==> src/rtl/add4_seq_pkg.sv <==
// rtl/add4_seq_pkg.sv - shared types and constants for the sequenced 4-bit adder controller
package add4_seq_pkg;

    typedef enum logic [2:0] {
        IDLE,
        LO,
        HI,
        FIX,
        DONE
    } state_t;

    localparam int          HALF_W     = 2;
    localparam int          FULL_W     = 4;
    localparam logic [1:0]  FIX_ADDEND = 2'b01;

endpackage

==> src/rtl/add4_seq_ctrl_if.sv <==
// rtl/add4_seq_ctrl_if.sv - operand/result handshakes and 2-bit slice pins of the controller
interface add4_seq_ctrl_if;
    import add4_seq_pkg::*;

    logic              in_valid;
    logic              in_ready;
    logic [FULL_W-1:0] in_a;
    logic [FULL_W-1:0] in_b;
    logic [HALF_W-1:0] add_a;
    logic [HALF_W-1:0] add_b;
    logic [HALF_W-1:0] add_s;
    logic              add_c;
    logic              out_valid;
    logic              out_ready;
    logic [FULL_W-1:0] out_sum;
    logic              out_carry;

    modport slave (
        input  in_valid, in_a, in_b, add_s, add_c, out_ready,
        output in_ready, add_a, add_b, out_valid, out_sum, out_carry
    );

    modport master (
        output in_valid, in_a, in_b, add_s, add_c, out_ready,
        input  in_ready, add_a, add_b, out_valid, out_sum, out_carry
    );

endinterface

==> src/rtl/add4_seq_ctrl.sv <==
// rtl/add4_seq_ctrl.sv - builds a 4-bit add with carry-out from one 2-bit slice over 3-4 cycles
module add4_seq_ctrl
    import add4_seq_pkg::*;
#(
    parameter bit HOLD_OPERANDS = 1'b0
) (
    input  logic                clk,
    input  logic                rst,
    add4_seq_ctrl_if.slave      bus
);

    state_t            state_q;
    logic [FULL_W-1:0] ra_q;
    logic [FULL_W-1:0] rb_q;
    logic [FULL_W-1:0] sum_q;
    logic              c0_q;
    logic              c1_q;
    logic              c2_q;
    logic              in_ready_q;
    logic              out_valid_q;
    logic [FULL_W-1:0] out_sum_q;
    logic              out_carry_q;
    logic [HALF_W-1:0] last_a_q;
    logic [HALF_W-1:0] last_b_q;
    logic [HALF_W-1:0] op_a_d;
    logic [HALF_W-1:0] op_b_d;

    // Slice operands decode from registered state only, so the slice sees no input-to-output path.
    always_comb begin
        op_a_d = HOLD_OPERANDS ? last_a_q : '0;
        op_b_d = HOLD_OPERANDS ? last_b_q : '0;
        case (state_q)
            LO: begin
                op_a_d = ra_q[1:0];
                op_b_d = rb_q[1:0];
            end
            HI: begin
                op_a_d = ra_q[3:2];
                op_b_d = rb_q[3:2];
            end
            FIX: begin
                op_a_d = sum_q[3:2];
                op_b_d = FIX_ADDEND;
            end
            default: ;
        endcase
    end

    always_ff @(posedge clk or posedge rst) begin
        if (rst) begin
            state_q     <= IDLE;
            ra_q        <= '0;
            rb_q        <= '0;
            sum_q       <= '0;
            c0_q        <= 1'b0;
            c1_q        <= 1'b0;
            c2_q        <= 1'b0;
            in_ready_q  <= 1'b1;
            out_valid_q <= 1'b0;
            out_sum_q   <= '0;
            out_carry_q <= 1'b0;
            last_a_q    <= '0;
            last_b_q    <= '0;
        end else begin
            case (state_q)
                IDLE: begin
                    if (bus.in_valid) begin
                        ra_q       <= bus.in_a;
                        rb_q       <= bus.in_b;
                        c0_q       <= 1'b0;
                        c1_q       <= 1'b0;
                        c2_q       <= 1'b0;
                        in_ready_q <= 1'b0;
                        state_q    <= LO;
                    end
                end
                LO: begin
                    sum_q[1:0] <= bus.add_s;
                    c0_q       <= bus.add_c;
                    last_a_q   <= op_a_d;
                    last_b_q   <= op_b_d;
                    state_q    <= HI;
                end
                HI: begin
                    sum_q[3:2] <= bus.add_s;
                    c1_q       <= bus.add_c;
                    last_a_q   <= op_a_d;
                    last_b_q   <= op_b_d;
                    if (c0_q) begin
                        state_q <= FIX;
                    end else begin
                        out_sum_q   <= {bus.add_s, sum_q[1:0]};
                        out_carry_q <= bus.add_c;
                        out_valid_q <= 1'b1;
                        state_q     <= DONE;
                    end
                end
                FIX: begin
                    // Low-half carry is folded in by adding 1 to the upper half.
                    sum_q[3:2]  <= bus.add_s;
                    c2_q        <= bus.add_c;
                    last_a_q    <= op_a_d;
                    last_b_q    <= op_b_d;
                    out_sum_q   <= {bus.add_s, sum_q[1:0]};
                    out_carry_q <= c1_q | bus.add_c;
                    out_valid_q <= 1'b1;
                    state_q     <= DONE;
                end
                DONE: begin
                    if (bus.out_ready) begin
                        out_valid_q <= 1'b0;
                        in_ready_q  <= 1'b1;
                        state_q     <= IDLE;
                    end
                end
                default: begin
                    out_valid_q <= 1'b0;
                    in_ready_q  <= 1'b1;
                    state_q     <= IDLE;
                end
            endcase
        end
    end

    assign bus.in_ready  = in_ready_q;
    assign bus.out_valid = out_valid_q;
    assign bus.out_sum   = out_sum_q;
    assign bus.out_carry = out_carry_q;
    assign bus.add_a     = op_a_d;
    assign bus.add_b     = op_b_d;

endmodule

==> src/flat_wrapper.sv <==
// flat-port wrapper written by rule: the top's interface ports become plain ports
module add4_seq_ctrl_flat import add4_seq_pkg::*;
#(
    parameter bit HOLD_OPERANDS = 1'b0
)
  (clk, rst, bus_in_valid, bus_in_a, bus_in_b, bus_add_s, bus_add_c, bus_out_ready, bus_in_ready, bus_add_a, bus_add_b, bus_out_valid, bus_out_sum, bus_out_carry);
  add4_seq_ctrl_if bus_i ();
  input  logic clk;
  input  logic rst;
  input wire logic [$bits(bus_i.in_valid)-1:0] bus_in_valid;
  input wire logic [$bits(bus_i.in_a)-1:0] bus_in_a;
  input wire logic [$bits(bus_i.in_b)-1:0] bus_in_b;
  input wire logic [$bits(bus_i.add_s)-1:0] bus_add_s;
  input wire logic [$bits(bus_i.add_c)-1:0] bus_add_c;
  input wire logic [$bits(bus_i.out_ready)-1:0] bus_out_ready;
  output wire logic [$bits(bus_i.in_ready)-1:0] bus_in_ready;
  output wire logic [$bits(bus_i.add_a)-1:0] bus_add_a;
  output wire logic [$bits(bus_i.add_b)-1:0] bus_add_b;
  output wire logic [$bits(bus_i.out_valid)-1:0] bus_out_valid;
  output wire logic [$bits(bus_i.out_sum)-1:0] bus_out_sum;
  output wire logic [$bits(bus_i.out_carry)-1:0] bus_out_carry;
  assign bus_i.in_valid = bus_in_valid;
  assign bus_i.in_a = bus_in_a;
  assign bus_i.in_b = bus_in_b;
  assign bus_i.add_s = bus_add_s;
  assign bus_i.add_c = bus_add_c;
  assign bus_i.out_ready = bus_out_ready;
  assign bus_in_ready = bus_i.in_ready;
  assign bus_add_a = bus_i.add_a;
  assign bus_add_b = bus_i.add_b;
  assign bus_out_valid = bus_i.out_valid;
  assign bus_out_sum = bus_i.out_sum;
  assign bus_out_carry = bus_i.out_carry;
  add4_seq_ctrl #(.HOLD_OPERANDS(HOLD_OPERANDS)) u_core (.clk(clk), .rst(rst), .bus(bus_i));
endmodule
==> config.mk <==
export PLATFORM = sky130hd
export DESIGN_NAME = add4_seq_ctrl_flat
export DESIGN_NICKNAME = d
export VERILOG_FILES = /design/src/rtl/add4_seq_pkg.sv /design/src/rtl/add4_seq_ctrl_if.sv /design/src/rtl/add4_seq_ctrl.sv /design/src/flat_wrapper.sv
export SDC_FILE = /design/constraint.sdc
export NUM_CORES = 1
export LEC_CHECK = 0
export CAP_MARGIN = 20
export CORE_MARGIN = 2
export CORE_UTILIZATION = 40
export DETAILED_ROUTE_END_ITERATION = 12
export GPL_ROUTABILITY_DRIVEN = 1
export GPL_TIMING_DRIVEN = 0
export PLACE_DENSITY = 0.69
export SKIP_CTS_REPAIR_TIMING = 1
export SLEW_MARGIN = 15
export SYNTH_ARGS = -nofsm -noshare
export SYNTH_HDL_FRONTEND = slang
export SYNTH_SLANG_ARGS = --single-unit
export TNS_END_PERCENT = 5
==> constraint.sdc <==
create_clock -name clk -period 1.7 [get_ports clk]
set_input_delay 0.425 -clock clk [delete_from_list [all_inputs] [get_ports clk]]
set_output_delay 0.425 -clock clk [all_outputs]
set_load 0.005 [all_outputs]
**Run 1: met1 routing**

Bar = 20 µm. Cells faint in the background.
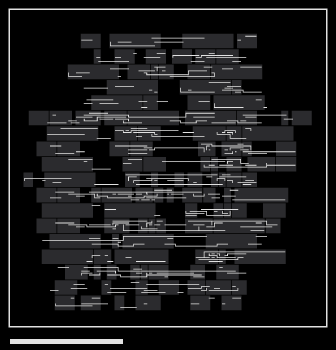
wire length on this layer = 946 µm
share of all routed wire = 44%
longest straight run = 20.7 µm
nets with wire on the layer = 124

**Run 1: M2 wires**

Cells faint in the background.
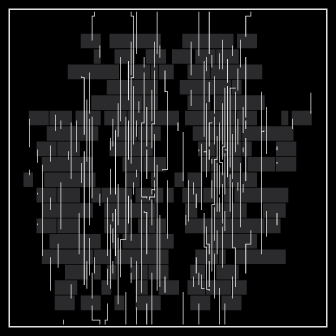
share of all routed wire = 51%
wire length on this layer = 1110 µm
longest straight run = 28.6 µm
main direction = vertical
nets with wire on the layer = 122

==> out/results.tsv, run 1 <==
metric	value	unit
Mapped Nets	102	
Placed Cells	142	
Total Neg Setup Slack	-304	ps
Worst Path Arrival	1420	ps
Die Y-Extent	55.8	µm
slowest CP cell	dfrtp_1	
fraction of layout cells with a size suffix above 1	0.352	
Port Buffers	25	
first-pass GRT wire length	3.49	mm
GP Congestion	0.783	
Chip Area, Yosys	0.00107	mm²
Antenna Nets Post-Route	0	
failing checks	setup timing	
Final non-clock buffer share	0.219	
Hold Path Sink	u_core.bus.in_ready	
GR peak layer	met2	
Seq share, synth	0.561	
WS Path Type	reg -> out	
Reg2Reg Depth	5	
met2 GRT Util	0.236	
htree depth	1	
multi-input gates	56	
core area	0.00250	mm²
Synth Flop Type	dfrtp_1	
root buffer cell	clkbuf_4	
FP Rows	18	
worst reg2reg path endpoint	u_core.rb_q[1]	
most frequent cells after synthesis	23 x dfrtp_1, 17 x mux2_2, 6 x a21oi_1, 6 x nand2_1, 5 x nor2_1	
register-to-register setup slack	20	ps
Comb pwr share	0.497	
largest cell class by area	flip-flops and latches	
worst path bufs/invs	2	
non-clock inverter count	3	
Stages on worst setup path	5	
WL met3	63	µm
Area Overhead vs Synth	36.2	%
GRT overflow	0	
yosys cell count	87	
Tcrit/Tclk final	1.08	
I/O pins	26	
register bit count reported by yosys	24	
flip-flop and latch area	603	µm²
max_cap viols	0	
Area leader share	0.536	
fin. max-slew vios	0	
Comb/total area	0.317	
number of setup violations in the final report	3	
Pleak	0.650	nW
Worst-path clk slew	120	ps
Nets	138	
slew margin rel.	0.411	
top-count cell post-synth	dfrtp_1	
Largest cells by area	dfrtp_1 54%, mux2_2 18%, a21oi_1 2.8%	
crit path capture	bus_add_a[1]	
Mean Syn Cell Area	12.3	µm²
nonclk buf count	35	
CP Max Fanout	7	
clk latency late pin	310	ps
launch point of the worst hold path	u_core.bus.in_ready	
Clock-cell share	0.0180	
Syn. warnings	0	
antenna cells	0	
Sequential Power Share	0.403	
Worst setup SP type	flip-flop	
crit path DRT	1270	ps
Clk pwr share	0.100	
DRT Wirelength	2.15	mm
layout sequential cell count	24	
Setup WS post-layout	-144	ps
Non-Filler Instances	152	
tap cells	30	
f_max	0.542	GHz
FP Util	0.429	
Post-Route Hold Slack	511	ps
post-DR wirelength/cell	14.2	µm
Tot Pwr	2.55	mW
crit path cell chain	buf_6, mux2_4, a22oi_2, nor2_1, clkbuf_2	
vias in the first global route	777	
CP Launch Point	u_core.state_q[1]	
initial antenna violation count	0	
post-layout minimum cycle time	1840	ps
drt via density	5.12	
die width	55.8	µm
OpenROAD warning count	27	
Internal	1.70	mW
Combinational Area	464	µm²
pwr dens	1750	mW/mm²
Mapped Cells	87	
Setup Skew	7.88	ps
Worst-Margin Slew	882	ps
TritonCTS clock tree	built	
met2 WL	1.11	mm
CLK BUF	4	
CP max stage delay	400	ps
Psw	853	µW
RSZ-0062 raised after global routing	yes	
M1 WL	945	µm
top layer in use	met4	
status	finished with violations	
**Run 1: the metal 3 layer**

Bar = 20 µm. Cells faint in the background.
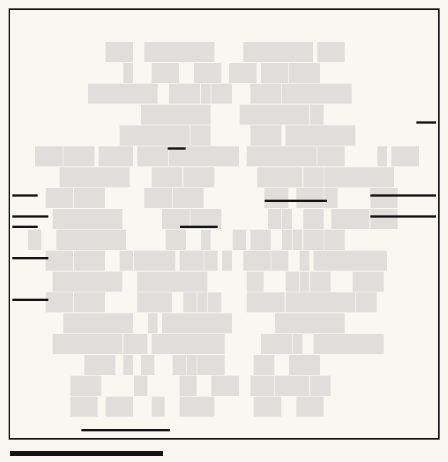
wire length on this layer = 63.6 µm
nets with wire on the layer = 11
longest straight run = 11.3 µm
main direction = horizontal
routed vias: 778
grt met3 use: 0.0186

-- run 1: registers in the layout, summed over array words and instances (netlist names) --
register              cells
u_core.state_q            3
u_core.ra_q               4
u_core.bus.out_valid      1
u_core.bus.in_ready       1
u_core.bus.out_sum        4
u_core.c0_q               1
u_core.rb_q               4
u_core.c1_q               1
u_core.sum_q              4
u_core.bus.out_carry      1
-- run 1: per-stage QoR --
stage          area (µm²)  utilization  worst slack [ps]
4_1_cts              1390        0.555              -863
5_1_grt              1460        0.585              -201
6_report             1460        0.585              -144
3_3_place_gp         1360        0.545              -445
2_1_floorplan        1070            -               232
3_5_place_dp         1360        0.545              -489
-- run 1: logic make-up after synthesis --
| kind of cell | share of synthesized area |
|---|---|
| AOI/OAI and AO/OA | 0.0933 |
| muxes | 0.197 |
| DFF | 0.561 |
| buffers and inverters | 0.0338 |
| and+or+nand+nor | 0.115 |
-- run 1: power by group through the flow --
stage	clock network [mW]	registers, mW	logic, mW
detailed placement	0	1.05	1.15
global route	0.296	1.06	1.39
floorplan	0	1.01	0.708
CTS	0.259	1.03	1.15
finish	0.255	1.03	1.27
global placement	0	1.03	1.12
-- run 1: worst register-to-register path, cell delays in order (launching register included) --
cell	delay (ps)
dfrtp_1	400
buf_6	140
buf_4	140
nand2b_4	150
nor3_4	370
mux2_2	390
-- run 1: cell usage in the layout (no fill, tap or decap), types with 2 or more instances in the layout --
cell type,netlist,layout
clkbuf_4,0,3
nor3_1,2,2
buf_4,0,7
buf_6,1,2
nand2b_1,2,2
mux2i_1,2,2
dfrtp_1,23,22
a21oi_1,6,5
nand2_1,6,6
nor2_1,5,5
clkdlybuf4s50_1,0,20
inv_1,3,3
mux2_2,17,16
dlymetal6s2s_1,0,2
buf_2,2,2
clkbuf_2,0,2
o21ai_0,4,3
==> run 1 -> run 2 <==
Settings changed: CORE_UTILIZATION 40 to 48, PLACE_DENSITY 0.69 to 0.8.
**Run 2: sequential cells colored by netlist name**

Other sequential cells in the stronger gray, the rest of the logic in the fainter gray.
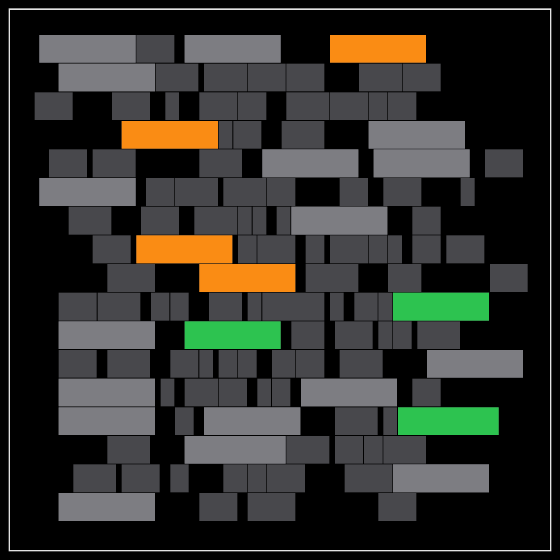
orange -> `u_core.sum_q`  # flops 4
green -> `u_core.state_q`  # flops 3

==> run 2 against run 1 <==
- the run still ends with setup timing left
- critical path depth grew 1
- power is 1.3% lower
- global-route usage rose by 4.7 points
- routed wire length rose by 4.8%
- maximum frequency decreased by 6.5%
- synthesized cell count unchanged
- clock power hardly changed
- critical endpoint unchanged
- largest power group unchanged
==> out/results.tsv, run 2 <==
metric	value	unit
status	finished with violations	
failing checks	setup timing	
global-route met1 utilization	0.243	
Comb pwr share	0.493	
GR peak layer	met2	
Synth Flop Type	dfrtp_1	
fin. max-slew vios	0	
WL met3	104	µm
Setup Skew	10.4	ps
Area leader share	0.536	
Placed Cells	140	
routed vias	798	
Pleak	0.656	nW
GP Congestion	0.813	
WS Path Type	reg -> out	
Hold Path Sink	u_core.bus.out_sum[0]	
Die Y-Extent	51.3	µm
Largest cells by area	dfrtp_1 54%, mux2_2 18%, a21oi_1 2.8%	
top comb family, area	multiplexers	
I/O pins	26	
Nets	138	
FP Rows	17	
largest area contributor in the netlist	dfrtp_1	
launch point of the worst hold path	u_core.bus.out_sum[0]	
M1 WL	940	µm
Yosys cell types	26	
xor+xnor area frac	0	
GRT overflow	0	
RSZ-0062 raised after global routing	yes	
Internal	1.68	mW
DRT Wirelength	2.26	mm
Worst-Margin Slew	916	ps
Mapped Nets	102	
Seq share, synth	0.561	
TritonCTS clock tree	built	
Placed Area	0.00136	mm²
final hold viol count	0	
adder-cell area share of the yosys netlist	0	
yosys aoi share	0.0932	
max_cap viols	0	
Worst setup SP type	flip-flop	
post-layout minimum cycle time	1970	ps
Tot Pwr	2.52	mW
Syn. warnings	0	
Setup WS post-layout	-272	ps
Psw	836	µW
register bit count reported by yosys	24	
yosys cell count	87	
dpl ws	-401	ps
first-pass GRT wire length	3.66	mm
most frequent logic cells in the routed design	22 x dfrtp_1, 20 x clkdlybuf4s50_1, 17 x mux2_2	
Reg2Reg Depth	6	
worst reg2reg path endpoint	u_core.rb_q[0]	
fraction of layout cells with a size suffix above 1	0.320	
gr usage total	0.192	
slew margin rel.	0.389	
pwr dens	1740	mW/mm²
most frequent cells after synthesis	23 x dfrtp_1, 17 x mux2_2, 6 x a21oi_1, 6 x nand2_1, 5 x nor2_1	
f_max	0.507	GHz
post-DR wirelength/cell	15.1	µm
drt via density	5.32	
core area	0.00217	mm²
Mean Syn Cell Area	12.3	µm²
Port Buffers	25	
FP Util	0.495	
top layer in use	met4	
htree depth	1	
initial antenna violation count	0	
worst vdd ir	0.949	mV
Chip Area, Yosys	0.00107	mm²
Clk pwr share	0.100	
CP Max Fanout	6	
Die ar.	0.00263	mm²
Area Overhead vs Synth	35.0	%
Antenna Nets Post-Route	0	
Sink Count	24	
Sequential Power Share	0.407	
clk latency late pin	310	ps
DR iter-0 viols	12	
Total Neg Setup Slack	-1180	ps
register-to-register setup slack	-80	ps
top-count cell post-synth	dfrtp_1	
Worst Path Arrival	1550	ps
most frequent logic cell in the layout	dfrtp_1	
crit path DRT	1270	ps
Mapped Cells	87	
grt met3 use	0.0380	
die width	51.3	µm
vias in the first global route	769	
largest net degree at the start of global routing	25	
root buffer cell	clkbuf_4	
met2 GRT Util	0.312	
met2 WL	1.15	mm
Design Area, Final	0.00145	mm²
OpenROAD warning count	27	
number of setup violations in the final report	11	
Tcrit/Tclk final	1.16	
Worst-path clk slew	130	ps
antenna cells	0	
Post-Synth Simple-Gate Area	0.115	
Post-synth mux share	0.197	
**Run 2: placement view**

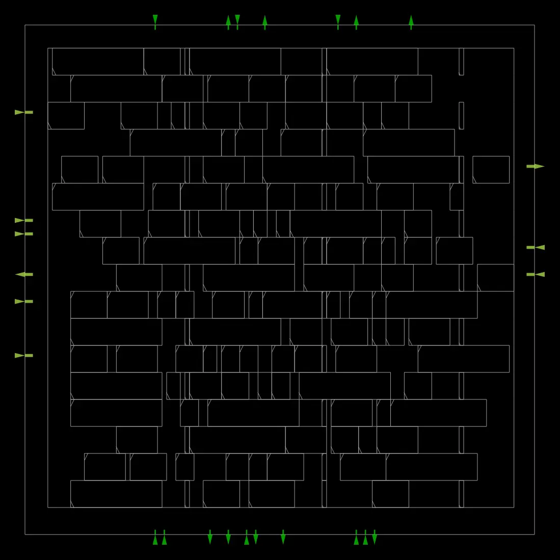
Non-Filler Instances: 150
Final Util: 0.668
fillcell total: 191

[run 2: cell type report]
class / count / area, µm²
clock buffer: 4 / 26.3
multi-input combinational: 56 / 442
timing repair buffer: 31 / 297
inverter: 3 / 11.3
sequential: 24 / 603
buffer: 4 / 35.0
fill: 191 / 721
tap: 28 / 35.0
[run 2: worst max-delay path by stage]
stage	to	slack, ps	startpoint	depth (start not counted)
after floorplan	bus_add_a[0]	230	u_core.state_q[1]	4
after global placement	bus_add_a[0]	-420	u_core.state_q[1]	5
after detailed placement	bus_add_a[0]	-400	u_core.state_q[1]	5
after CTS	bus_add_a[0]	-780	u_core.state_q[1]	5
after global routing	bus_add_a[1]	-330	u_core.state_q[1]	6
final	bus_add_a[1]	-270	u_core.state_q[1]	6
[run 2: logic make-up (layout without fill, tap and decap cells)]
group                  Yosys count  count (layout)
AND-OR/OR-AND                   16              16
buffers and inverters            7              42
flip-flops                      24              24
multiplexers                    19              19
AND/OR/NAND/NOR                 21              21
[run 2: critical path: stages (launching register included)]
cell and delay (ps):
dfrtp_1 360, buf_6 110, buf_6 110, mux2_2 340, a22oi_1 140, nor2_1 60, clkbuf_2 120
[run 2: stage by stage]
stage / util / hold WS, ps
floorplan: - / 439
global placement: 0.626 / 480
detailed placement: 0.626 / 492
CTS: 0.638 / 519
global route: 0.668 / 531
finish: 0.668 / 519
[run 2: power groups by stage]
stage          sequential [mW]  combinational (mW)  clock [mW]
3_3_place_gp              1.02                1.11           0
5_1_grt                   1.06                1.36       0.284
3_5_place_dp              1.04                1.14           0
2_1_floorplan             1.01               0.708           0
6_report                  1.03                1.24       0.253
4_1_cts                   1.03                1.15       0.264
==> run 2 -> run 3 <==
Settings changed: SKIP_LAST_GASP set to 1, SLEW_MARGIN 15 to 10.
**Run 3: the metal 3 layer**

Bar = 20 µm. Cells faint in the background.
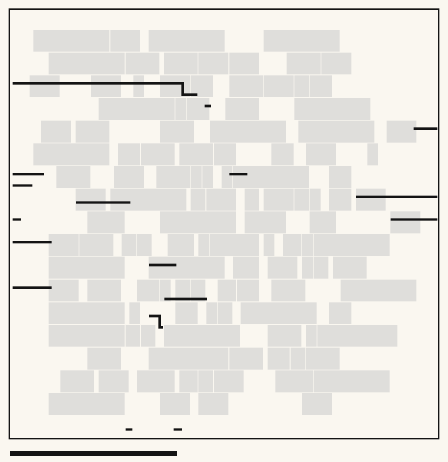
DRT Wirelength: 2.27 mm
routed vias: 790
grt met3 use: 0.0380

==> run 3 against run 2 <==
- the flow still finishes with violations (setup timing)
- power rose by 0.18%
- largest cell class unchanged
- critical endpoint unchanged
- area after synthesis did not move
- critical path type unchanged
- maximum frequency fell by 0.24%
- clock power barely moved
- combinational power barely moved
- critical path depth did not move
- non-clock buffer count did not move
- count of clock-buffer cells in the layout did not move
- sequential power barely moved
- flip-flop count did not move
==> out/results.tsv, run 3 <==
metric	value	unit
drt via density	5.27	
Sink Count	24	
worst reg2reg path endpoint	u_core.rb_q[0]	
crit path cell chain	buf_6, buf_6, mux2_2, a22oi_1, nor2_1, clkbuf_2	
Yosys cell types	26	
DRC Markers	0	
Post-Route Hold Slack	513	ps
gr usage total	0.192	
Design Area, Final	0.00145	mm²
Tcrit/Tclk final	1.16	
Post-synth mux share	0.197	
FP Util	0.495	
Die ar.	0.00263	mm²
most frequent logic cell in the layout	dfrtp_1	
CP Launch Point	u_core.state_q[1]	
pwr dens	1740	mW/mm²
most frequent cells after synthesis	23 x dfrtp_1, 17 x mux2_2, 6 x a21oi_1, 6 x nand2_1, 5 x nor2_1	
slew margin rel.	0.388	
Worst-path clk slew	120	ps
first-pass GRT wire length	3.66	mm
top comb family, area	multiplexers	
Async SR Flop Fraction	1.00	
Area leader share	0.536	
CP Capture Type	primary output	
Reg2Reg Depth	6	
Largest cells by area	dfrtp_1 54%, mux2_2 18%, a21oi_1 2.8%	
root buffer cell	clkbuf_4	
GP Congestion	0.813	
WS Path Type	reg -> out	
FP Rows	17	
Setup Skew	10.2	ps
Worst Path Arrival	1550	ps
number of setup violations in the final report	13	
TritonCTS clock tree	built	
I/O pins	26	
Mapped Nets	102	
most used cell along the critical path	buf_6	
yosys cell count	87	
Die Y-Extent	51.3	µm
Syn. warnings	0	
Antenna Nets Post-Route	0	
Final Util	0.668	
Chip Area, Yosys	0.00107	mm²
largest area contributor in the netlist	dfrtp_1	
Area Overhead vs Synth	35.1	%
post-DR wirelength/cell	15.1	µm
Mapped Cells	87	
fillcell total	190	
final hold viol count	0	
Worst-Margin Slew	916	ps
die width	51.3	µm
Setup WS post-layout	-277	ps
core area	0.00217	mm²
Synth Flop Type	dfrtp_1	
clk latency late pin	320	ps
initial antenna violation count	0	
fin. max-slew vios	0	
largest net degree at the start of global routing	25	
RSZ-0062 raised after global routing	yes	
htree depth	1	
most frequent logic cells in the routed design	22 x dfrtp_1, 21 x clkdlybuf4s50_1, 17 x mux2_2	
Worst setup SP type	flip-flop	
vias in the first global route	769	
register-to-register setup slack	-70	ps
max_cap viols	0	
crit path DRT	1270	ps
Port Buffers	25	
Post-Synth Simple-Gate Area	0.115	
Non-Filler Instances	150	
Placed Cells	140	
Seq share, synth	0.561	
Mean Syn Cell Area	12.3	µm²
xor+xnor area frac	0	
register bit count reported by yosys	24	
failing checks	setup timing	
crit path capture	bus_add_a[1]	
adder-cell area share of the yosys netlist	0	
yosys aoi share	0.0932	
Pleak	0.655	nW
reg2reg start	u_core.state_q[1]	
Tot Pwr	2.53	mW
worst vdd ir	0.930	mV
Placed Area	0.00136	mm²
CP max stage delay	360	ps
OpenROAD warning count	27	
f_max	0.506	GHz
Total Neg Setup Slack	-1230	ps
fraction of layout cells with a size suffix above 1	0.303	
post-layout minimum cycle time	1980	ps
antenna cells	0	
clock tree buffer depth	2	
dpl ws	-401	ps
Nets	138	
status	finished with violations	
top-count cell post-synth	dfrtp_1	
slowest CP cell	dfrtp_1	
DR iter-0 viols	15	
post-DP HPWL	1.54	mm
CP Max Fanout	6	
GRT overflow	0	
**Run 3: M2 wires**

Cells faint in the background.
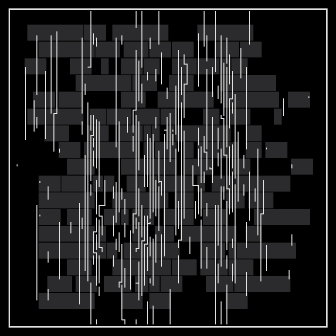
longest straight run = 28.9 µm
wire length on this layer = 1140 µm
nets with wire on the layer = 124

## run 3: worst min-delay path by stage
stage	start	to	slack, ps	depth (start not counted)
after floorplan	rst	u_core.bus.out_carry	440	1
after global placement	u_core.c1_q	u_core.c1_q	480	1
after detailed placement	u_core.rb_q[0]	u_core.rb_q[0]	490	1
after CTS	u_core.rb_q[0]	u_core.rb_q[0]	520	1
after global routing	u_core.bus.out_sum[0]	u_core.bus.out_sum[0]	530	1
final	u_core.rb_q[0]	u_core.rb_q[0]	510	1
## run 3: cells by family (layout without fill, tap and decap cells)
logic type      Yosys count  count (layout)
flops                    24              24
simple gates             21              21
mux                      19              19
compound gates           16              16
buf+inv                   7              42
## run 3: routing by layer
metal / GRT usage / vias up / wire length [µm]
met5: 0 / - / 0
met4: 0.0965 / 0 / 70
li1: - / 378 / -
met1: 0.243 / 387 / 982
met2: 0.312 / 19 / 1140
met3: 0.0380 / 6 / 75
## run 3: power breakdown
| group | total, mW | internal (mW) | switching (mW) |
|---|---|---|---|
| clock | 0.256 | 0.0918 | 0.164 |
| combinational | 1.25 | 0.742 | 0.506 |
| sequential | 1.02 | 0.860 | 0.162 |
| total | 2.53 | 1.69 | 0.832 |
## run 3: critical path: cells and delay by family (launching register included)
kind	cells	cell delay, ps
buffers and inverters	3	340
muxes	1	340
and+or+nand+nor	1	60
DFF	1	360
AOI/OAI and AO/OA	1	140
## run 3: layout make-up
class	count	area, µm²	area share
well taps	28	35.0	0.0242
plain buffers	4	35.0	0.0242
inverters	3	11.3	0.00777
repair buffers	31	302	0.208
multi-input cells	56	438	0.302
clock buffers	4	26.3	0.0181
flip-flops and latches	24	603	0.416
No activity file was given, so power comes from the tool's default toggle rates.
